===== config.mk =====
export PLATFORM = sky130hd
export DESIGN_NAME = pdm2pcm_interface
export DESIGN_NICKNAME = d
export VERILOG_FILES = /design/src/rtl/pdm2pcm_pkg.sv /design/src/rtl/pdm2pcm_clock_gen.sv /design/src/rtl/pdm2pcm_interface.sv
export SDC_FILE = /design/constraint.sdc
export NUM_CORES = 1
export LEC_CHECK = 0
export CORE_ASPECT_RATIO = 1.4
export CORE_MARGIN = 2
export CORE_UTILIZATION = 51
export DETAILED_ROUTE_END_ITERATION = 8
export GPL_TIMING_DRIVEN = 0
export MAX_ROUTING_LAYER = met4
export PLACE_DENSITY = 0.74
export SLEW_MARGIN = 20
export SYNTH_ARGS = -nofsm -noshare
export SYNTH_HDL_FRONTEND = slang
export SYNTH_SLANG_ARGS = --single-unit

===== constraint.sdc =====
create_clock -name clk_i -period 1.7 [get_ports clk_i]
set_input_delay 0.425 -clock clk_i [delete_from_list [all_inputs] [get_ports clk_i]]
set_output_delay 0.425 -clock clk_i [all_outputs]
set_load 0.02 [all_outputs]

===== src/rtl/pdm2pcm_pkg.sv =====
// Shared types and constants for the PDM2PCM microphone front end.
// The default wake-up length is also used by the top-level register map.
package pdm2pcm_pkg;

  typedef enum logic [1:0] {
    IDLE,
    WAKEUP,
    RUN
  } state_e;

  localparam logic [7:0] MIN_DIVISOR = 8'd3;

  localparam int unsigned WAKEUP_PERIODS_DEFAULT = 4096;

  // Shorter half periods leave no room for the 2-cycle synchroniser before capture.
  function automatic logic [7:0] clamp_divisor(input logic [7:0] div);
    return (div < MIN_DIVISOR) ? MIN_DIVISOR : div;
  endfunction

endpackage


===== src/rtl/pdm2pcm_clock_gen.sv =====
// Microphone clock generator: half-period counter, divisor register and pdm_clk_o.
// Registered output; rise/fall-pending pulses flag the wrap cycle before each edge.
module pdm2pcm_clock_gen
  import pdm2pcm_pkg::*;
(
  input  logic       clk_i,
  input  logic       rst_n_i,
  input  logic       run_i,
  input  logic       load_i,
  input  logic [7:0] clock_divisor_i,
  output logic       pdm_clk_o,
  output logic       rise_pend_o,
  output logic       fall_pend_o
);

  logic [7:0] cnt_q, cnt_d;
  logic [7:0] div_q, div_d;
  logic       clk_q, clk_d;
  logic       wrap;

  assign wrap = run_i && (cnt_q == div_q);

  // The divisor is only reloaded at an edge so a half period is never stretched or cut.
  always_comb begin
    cnt_d = cnt_q;
    div_d = div_q;
    clk_d = clk_q;
    if (load_i) begin
      cnt_d = 8'd0;
      clk_d = 1'b0;
      div_d = clamp_divisor(clock_divisor_i);
    end else if (!run_i) begin
      cnt_d = 8'd0;
      clk_d = 1'b0;
    end else if (wrap) begin
      cnt_d = 8'd0;
      clk_d = ~clk_q;
      div_d = clamp_divisor(clock_divisor_i);
    end else begin
      cnt_d = cnt_q + 8'd1;
    end
  end

  always_ff @(posedge clk_i or negedge rst_n_i) begin
    if (!rst_n_i) begin
      cnt_q <= 8'd0;
      div_q <= 8'd0;
      clk_q <= 1'b0;
    end else begin
      cnt_q <= cnt_d;
      div_q <= div_d;
      clk_q <= clk_d;
    end
  end

  assign pdm_clk_o   = clk_q;
  assign rise_pend_o = wrap && !clk_q;
  assign fall_pend_o = wrap && clk_q;

endmodule


===== src/rtl/pdm2pcm_interface.sv =====
// PDM microphone front end: clock generation, data resync, wake-up and per-channel capture.
// Strobes appear the cycle after the wrap cycle, with the pdm_clk_o edge; no backpressure.
module pdm2pcm_interface
  import pdm2pcm_pkg::*;
#(
  parameter int unsigned WAKEUP_PERIODS = WAKEUP_PERIODS_DEFAULT,
  parameter int unsigned WAKEUP_WIDTH   = 16
) (
  input  logic       clk_i,
  input  logic       rst_n_i,
  input  logic       enable_i,
  input  logic [7:0] clock_divisor_i,
  input  logic       stereo_i,
  input  logic       pdm_data_i,
  output logic       pdm_clk_o,
  output logic       pdm_left_o,
  output logic       valid_left_o,
  output logic       pdm_right_o,
  output logic       valid_right_o,
  output logic       ready_o
);

  localparam logic [WAKEUP_WIDTH-1:0] WAKE_LAST = WAKEUP_WIDTH'(WAKEUP_PERIODS - 1);

  state_e                  state_q, state_d;
  logic [WAKEUP_WIDTH-1:0] wake_q, wake_d;
  logic [1:0]              sync_q, sync_d;
  logic                    ready_q, ready_d;
  logic                    left_q, left_d;
  logic                    right_q, right_d;
  logic                    valid_left_q, valid_left_d;
  logic                    valid_right_q, valid_right_d;

  logic run, load;
  logic rise_pend, fall_pend;
  logic data_sync;

  assign run       = enable_i && (state_q != IDLE);
  assign load      = enable_i && (state_q == IDLE);
  assign sync_d    = {sync_q[0], pdm_data_i};
  assign data_sync = sync_q[1];

  pdm2pcm_clock_gen u_clock_gen (
    .clk_i           (clk_i),
    .rst_n_i         (rst_n_i),
    .run_i           (run),
    .load_i          (load),
    .clock_divisor_i (clock_divisor_i),
    .pdm_clk_o       (pdm_clk_o),
    .rise_pend_o     (rise_pend),
    .fall_pend_o     (fall_pend)
  );

  always_comb begin
    state_d       = state_q;
    wake_d        = wake_q;
    ready_d       = ready_q;
    left_d        = left_q;
    right_d       = right_q;
    valid_left_d  = 1'b0;
    valid_right_d = 1'b0;
    case (state_q)
      IDLE: begin
        wake_d = '0;
        if (enable_i) state_d = WAKEUP;
      end
      WAKEUP: begin
        if (fall_pend) begin
          if (wake_q == WAKE_LAST) begin
            state_d = RUN;
            ready_d = 1'b1;
            wake_d  = '0;
          end else begin
            wake_d = wake_q + WAKEUP_WIDTH'(1);
          end
        end
      end
      RUN: begin
        // Left is driven by the mic during the high phase, right during the low phase.
        if (fall_pend) begin
          left_d       = data_sync;
          valid_left_d = 1'b1;
        end
        if (rise_pend && stereo_i) begin
          right_d       = data_sync;
          valid_right_d = 1'b1;
        end
      end
      default: state_d = IDLE;
    endcase
    if (!enable_i) begin
      state_d       = IDLE;
      wake_d        = '0;
      ready_d       = 1'b0;
      left_d        = 1'b0;
      right_d       = 1'b0;
      valid_left_d  = 1'b0;
      valid_right_d = 1'b0;
    end
  end

  always_ff @(posedge clk_i or negedge rst_n_i) begin
    if (!rst_n_i) begin
      state_q       <= IDLE;
      wake_q        <= '0;
      sync_q        <= 2'b00;
      ready_q       <= 1'b0;
      left_q        <= 1'b0;
      right_q       <= 1'b0;
      valid_left_q  <= 1'b0;
      valid_right_q <= 1'b0;
    end else begin
      state_q       <= state_d;
      wake_q        <= wake_d;
      sync_q        <= sync_d;
      ready_q       <= ready_d;
      left_q        <= left_d;
      right_q       <= right_d;
      valid_left_q  <= valid_left_d;
      valid_right_q <= valid_right_d;
    end
  end

  assign ready_o       = ready_q;
  assign pdm_left_o    = left_q;
  assign pdm_right_o   = right_q;
  assign valid_left_o  = valid_left_q;
  assign valid_right_o = valid_right_q;

endmodule


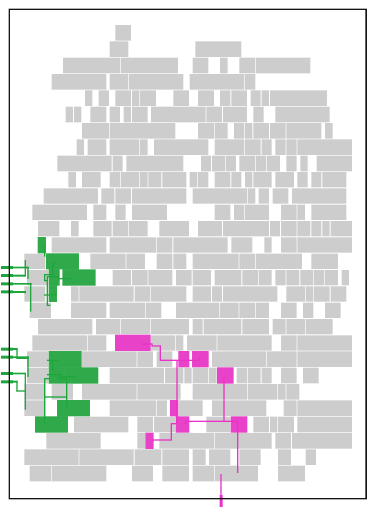
Run 1: nets reached from selected ports
Scale: 6 px per um.
- `clock_divisor_i`: green (bits 8; direction input; end cells 10; buffers 8; wire 86.3 um)
- `enable_i`: magenta (bits 1; direction input; end cells 8; buffers 1; wire 59.2 um)

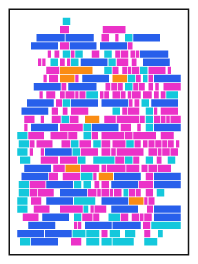
Run 1: placed cells, one color a class
Scale: 3 px per um.
- remaining logic cells: magenta (cells 164; share of their area 43%)
- remaining buffers and delay cells: cyan (cells 61; share of their area 19%)
- registers: blue (cells 42; share of their area 34%)
- clock drivers and dummy loads: orange (cells 7; share of their area 3.7%)
sequential portion of the cell area: 33.8%
Core Util, Final: 75.1%

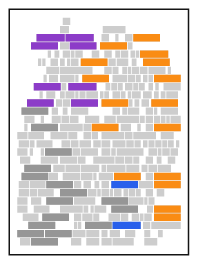
Run 1: register map, names as in the netlist
Scale: 3 px per um. Other sequential cells in the stronger gray, the rest of the logic in the fainter gray.
- `state_q`: blue (sequential cells 2)
- `u_clock_gen.cnt_q`: purple (sequential cells 8)
- `wake_q`: orange (sequential cells 16)
- not colored: 16
power attributed to sequential cells: 1.07 mW
Register Area: 1060 um^2

==> notes.md, run 1 <==
Implementation summary

The final count of negative-setup-slack endpoints is 38. The total buffers and inverters traversed by the critical path is 1. The clock network is responsible for between 30 and 40% of the overall power. The leakage power total is roughly 1.4 nW. In the Yosys report, the sequential cells make up 48.2% of the chip area.

The final period utilization is 115%. Yosys reported a register bit count of roughly 42. The switching power summed over all nets is 0.509 mW. The number of filler instances in the final layout is 261. Walking the worst path, the cells encountered are ha_4, nand4_1, nor4_4, buf_4, or2_4, or4_1, o21ai_1. The number of antenna violations at the first check in global routing is 0. Summing the areas of all fa, ha and maj instances in the mapped netlist gives under 10% of the synthesized area. The final design area excluding fillers is 3130 um^2. The final global-route overflow total is 0. The cell-mix breakdown from Yosys lists the simple-gate area share as between 20% and 30%. Across the placement rows, the number of tap cells is ~45. Relative to the synthesized area, the layout overhead comes to 43.7%. The detailed route wirelength on metal2 is ~3200 um. The post-route report lists met1 wire length as around 2200 um.

The run finished, with violations left. The number of antenna diodes is 0. The number of sequential cells is approximately 42. The arrival time of data at the critical path endpoint is roughly 2.2 ns. The number of flip-flops under the largest register name is 16. The post-CTS setup buffer count is 21.

The maximum operating frequency is a little over 500 MHz. The met3 layer usage reported by global route is approximately 4.6%. The startpoint type of the worst setup path is a flip-flop.

The top-area cell type share of the netlist area is between 40% and 50%. The combinational power share is between 10% and 20%. Once detail routing completed, the nets flagged for antenna violations numbered 0. The stage logs contain a warning count of 29. The number of gates on the worst path with buffers counted is 7. The horizontal die dimension reported for this design is around 59 um. For this run, asynchronously set or reset flops after synthesis account for 100%. The combinational power is between 0.2 and 0.3 mW.

The proportion of synthesized area in mux cells is ~4.9%. The least setup slack across all paths after layout is -0.248 ns. The detailed placer's ending HPWL is about 3300 um. Overall power consumption after layout is estimated at 2.18 mW. The total number of multi-input combinational cells is 154. Setup repair after global routing could not meet its margin everywhere.

For the clock group, total power comes out at roughly 0.81 mW. The internal reg-to-reg setup slack is -0.25 ns. The post-route non-filler standard cell count is 319. In this run the critical register-to-register path is captured at wake_q[14]$_DFFE_PN0P_.

The fraction of met2 tracks used by global routing is 41.5%. The first-pass detailed-route iteration total is 4. The number of synthesis warnings is 0. The met3 routed wirelength is between 150 and 200 um.

The measured slew at the worst slew-check pin is between 0.5 and 0.6 ns. The stat command in Yosys gives a chip area of 2180 um^2. The clock tree from TritonCTS is built. The starting DRC count in detailed routing is ~160. Summing all placed instances gives a cell area of roughly 2500 um^2.

On the reported timing paths, the clock transition at the registers reads ~0.090 ns. The maximum VDD drop is roughly 0.00070 V. The aoi/oai-family share of the synthesized area is 12.1%. Across all hold checks on the routed design, the worst slack comes to roughly 0.09 ns. The synthesized netlist net count is between 200 and 250. The final reports fail on negative setup slack. In this run the count of I/O pins placed on the die edge is 19. In the final layout, the share of cells above drive strength 1 is 38.3%. The clock H-tree reported by CTS has 2 levels. For the worst flop-to-flop path, the logic depth is 7.

The run reported a max-capacitance violation count of 0. The script computed a power per unit cell area of between 600 and 700 nW/um^2. The overall routing resource usage is about a quarter.
--- run 2 (diff from run 1) ---
--- a/config.mk
+++ b/config.mk
@@ -7,2 +7,3 @@
 export LEC_CHECK = 0
+export CAP_MARGIN = 5
 export CORE_ASPECT_RATIO = 1.4
==> constraint.sdc (replaced) <==
create_clock -name clk_i -period 1.7 [get_ports clk_i]
set_input_delay 0.34 -clock clk_i [delete_from_list [all_inputs] [get_ports clk_i]]
set_output_delay 0.34 -clock clk_i [all_outputs]
set_load 0.02 [all_outputs]
==> run 2 against run 1 <==
Effect of this change: the run ends with negative hold slack, negative setup slack left; core utilization down 4.4 points; critical path depth stayed put; flip-flop count is the same; die area stayed put; highest routed layer unchanged.
==> notes.md, run 2 <==
Implementation summary

The met3 routed wirelength is 195 um (+8.9%). The number of well taps is 45 (unchanged). The proportion of synthesized area in mux cells is 4.94% (unchanged). The maximum VDD drop is 0.000526 V (-24%). The number of antenna violations at the first check in global routing is 0 (unchanged). The number of antenna-violating nets in the routed design came to 0 (unchanged). The async set or reset register ratio after synthesis is 100% (unchanged). The number of filler instances in the final layout is 293 (+12%).

The measured slew at the worst slew-check pin is 0.567 ns (-0.00335 ns). The leakage power total is 1.27 nW (-11%). The fraction of the yosys area taken by sequential cells is 48.2% (unchanged).

The worst-case hold slack was -0.00742 ns (-0.0992 ns). The power density of the placed cells is 666 nW/um^2 (-4.3%). The least setup slack across all paths after layout is -0.258 ns (-0.00995 ns). The post-CTS setup buffer count is 24 (+14%). The switching power summed over all nets was 0.500 mW (-1.7%).

The final count of negative-setup-slack endpoints is 28 (-26%). The proportion of layout cells with a drive suffix above 1 is 32.8% (-5.5 points). The sequential cell power is 1.08 mW (about the same). The detailed route wirelength on metal2 is 3040 um (-4.1%). The clock tree from TritonCTS is built. The internal reg-to-reg setup slack was -0.26 ns (about the same). The number of antenna diodes came to 0 (unchanged). The overall routing resource usage is 25.7% (+1.6 points). The yosys-reported design area after synthesis is 2180 um^2 (unchanged). The reg-to-reg critical path endpoint is wake_q[11]$_DFFE_PN0P_. The number of max-cap violations is 0 (unchanged). The aoi/oai-family share of the synthesized area is 12.1% (unchanged).

The number of gates on the worst path with buffers counted came to 7 (unchanged). The flow ran to the end, but the final reports show violations. The horizontal die dimension is 59.2 um (unchanged). The combinational power was 0.268 mW (-9.8%). The number of failing hold endpoints at the final stage is 17. The number of flip-flops under the largest register name is 16 (unchanged). The final global-route overflow total is 0 (unchanged). The detailed placer's ending HPWL is 3320 um (+1.2%). The met3 layer usage reported by global route is 5.10% (+0.48 points).

The final design area excluding fillers is 2950 um^2 (-5.9%). The final reports fail on negative hold slack, negative setup slack.
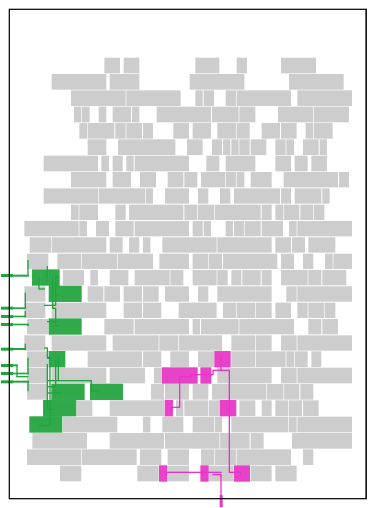
Run 2: nets reached from selected ports
Scale: 6 px per um.
- `enable_i`: magenta (bits 1; direction input; end cells 8; buffers 1; wire 52.6 um)
- `clock_divisor_i`: green (bits 8; direction input; end cells 10; buffers 8; wire 101 um)
number of buffer cells added on primary ports: 17
Boundary Pins: 19

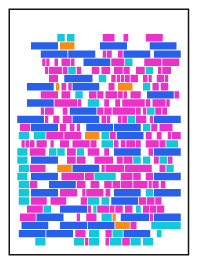
Run 2: placed cells, one color a class
Scale: 3 px per um.
- remaining logic cells: magenta (cells 164; share of their area 45%)
- registers: blue (cells 42; share of their area 36%)
- clock drivers and dummy loads: orange (cells 7; share of their area 2.6%)
- remaining buffers and delay cells: cyan (cells 49; share of their area 16%)
cell row count: 28
Core Util, Final: 70.6%

--- run 3 (diff from run 2) ---
- SETUP_SLACK_MARGIN: default -> 0.02
==> run 3 against run 2 <==
Effect of this change: the flow still finishes with violations (negative hold slack, negative setup slack); sequential share of layout area is 0.061 points lower; non-clock buffer count stayed put; synthesized cell count unchanged; critical path depth did not move; first-iteration DRC count shrank 23%; sequential power is essentially flat; largest power group unchanged.
==> notes.md, run 3 <==
Implementation summary

The proportion of layout cells with a drive suffix above 1 was 32.8% (unchanged). The cell sequence reported for the critical path is ha_4, nand4_1, nor4_4, buf_4, or2_4, or4_1, o21ai_1. The logs give a warning total of 29. The measured slew at the worst slew-check pin came to 0.575 ns (+0.00836 ns). Sorting the synthesized cells by how often they occur yields sky130_fd_sc_hd__dfrtp_1, sky130_fd_sc_hd__nor2_1, sky130_fd_sc_hd__nand3_1, sky130_fd_sc_hd__xor2_1, sky130_fd_sc_hd__o21ai_0. Based on the critical path, the design can be clocked at up to 511 MHz. After its last routability iteration, the placer logged a weighted congestion of between 0.8 and 0.9.

The yosys-reported design area after synthesis came to 2180 um^2 (unchanged). The area share of fa/ha/maj cells after synthesis is 1.15%. The DRC violation total left in the routed layout is recorded as 0.

The horizontal die dimension is 59.2 um (unchanged). The aoi/oai-family share of the synthesized area was 12.1% (unchanged). The number of non-clock buffers in the layout is 49. The switching power summed over all nets is 0.503 mW (+0.52%). Looking at the group totals, the largest power group turns out to be registers. The number of antenna-violating nets in the routed design is 0 (unchanged). The boundary pin count was 19 (unchanged).

The synthesized instance count is about 210. The number of antenna diodes was 0 (unchanged). Grouping stages by cell kind, the critical path spends the most delay in simple AND/OR/NAND/NOR gates. In the post-synthesis netlist, the cell with the most instances is sky130_fd_sc_hd__dfrtp_1. The final-stage net count is ~280. The detailed placer's ending HPWL is 3320 um (unchanged). The proportion of synthesized area in mux cells is 4.94% (unchanged). The final global-route overflow total is 0 (unchanged). After layout, the minimum clock period comes to 1.96 ns. The combinational power is 0.270 mW (about the same). The final layout reports a setup TNS of -4.43 ns. The reg-to-reg critical path endpoint is wake_q[11]$_DFFE_PN0P_. The run finished, with violations left. The combinational power share is roughly 14%. The post-placement worst setup slack is -0.482 ns.

The number of failing hold endpoints at the final stage came to 8 (-9). The synthesized design contains 0 enable-type register cells. The post-CTS setup buffer count is 24 (unchanged). The met3 routed wirelength is 180 um (-7.7%).

The final count of negative-setup-slack endpoints is 28 (unchanged). The async set or reset register ratio after synthesis was 100% (unchanged). The number of max-cap violations was 0 (unchanged). The number of hold buffers added after CTS was 0. The number of antenna violations at the first check in global routing is 0 (unchanged).

The met3 layer usage reported by global route is 5.10% (unchanged). The number of filler instances in the final layout was 291 (-0.68%). The final design area excluding fillers was 2950 um^2 (+0.17%). The power density of the placed cells is 666 nW/um^2 (about the same). The overall routing resource usage came to 25.7% (unchanged). The internal reg-to-reg setup slack is -0.26 ns (about the same).

The detailed route wirelength on metal2 was 3000 um (-1.3%). The worst-case hold slack came to -0.00716 ns (+0.000265 ns). The leakage power total came to 1.28 nW (+0.68%). The sequential cell power is 1.07 mW (about the same). The largest family of logic cells by area is simple AND/OR/NAND/NOR gates.

The non-clock buffer share of cell area is 15.4%. The checks that failed: negative hold slack, negative setup slack. The number of input and output port buffers inserted is 17 (unchanged).

The maximum VDD drop is 0.000509 V (-3.1%). The number of rows in the core area is 28 (unchanged). The floorplan step set the die height to just over 80 um. The number of gates on the worst path with buffers counted came to 7 (unchanged). The fraction of the core area covered by cells at the end of the flow was 70.8% (+0.12 points). The number of flip-flops under the largest register name is 16 (unchanged).

The number of well taps came to 45 (unchanged). The clock tree from TritonCTS is built. The least setup slack across all paths after layout is -0.255 ns (+0.00247 ns).

around 150 cells are multi-input combinational gates. Max fanout on the critical path was recorded as 5. The fraction of the yosys area taken by sequential cells was 48.2% (unchanged).
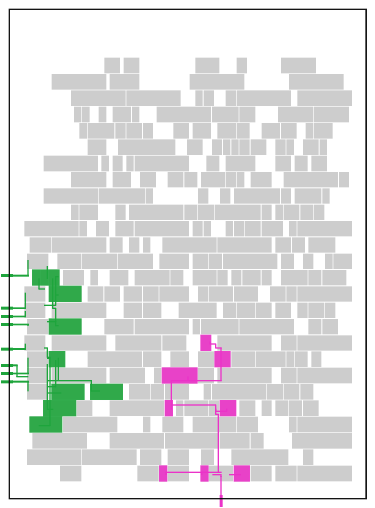
Run 3: nets reached from selected ports
Scale: 6 px per um.
- `enable_i`: magenta (bits 1; direction input; end cells 8; buffers 1; wire 60.2 um)
- `clock_divisor_i`: green (bits 8; direction input; end cells 10; buffers 8; wire 101 um)

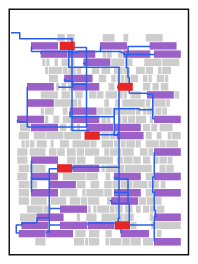
Run 3: clock wires, drivers and flops
Scale: 3 px per um.
- flip-flops: purple (count 42)
- clock wires: blue (length 547 um)
- clock-net drivers: red (count 5)
- flops lie: all over the die

Power and IR drop assume default switching activity.
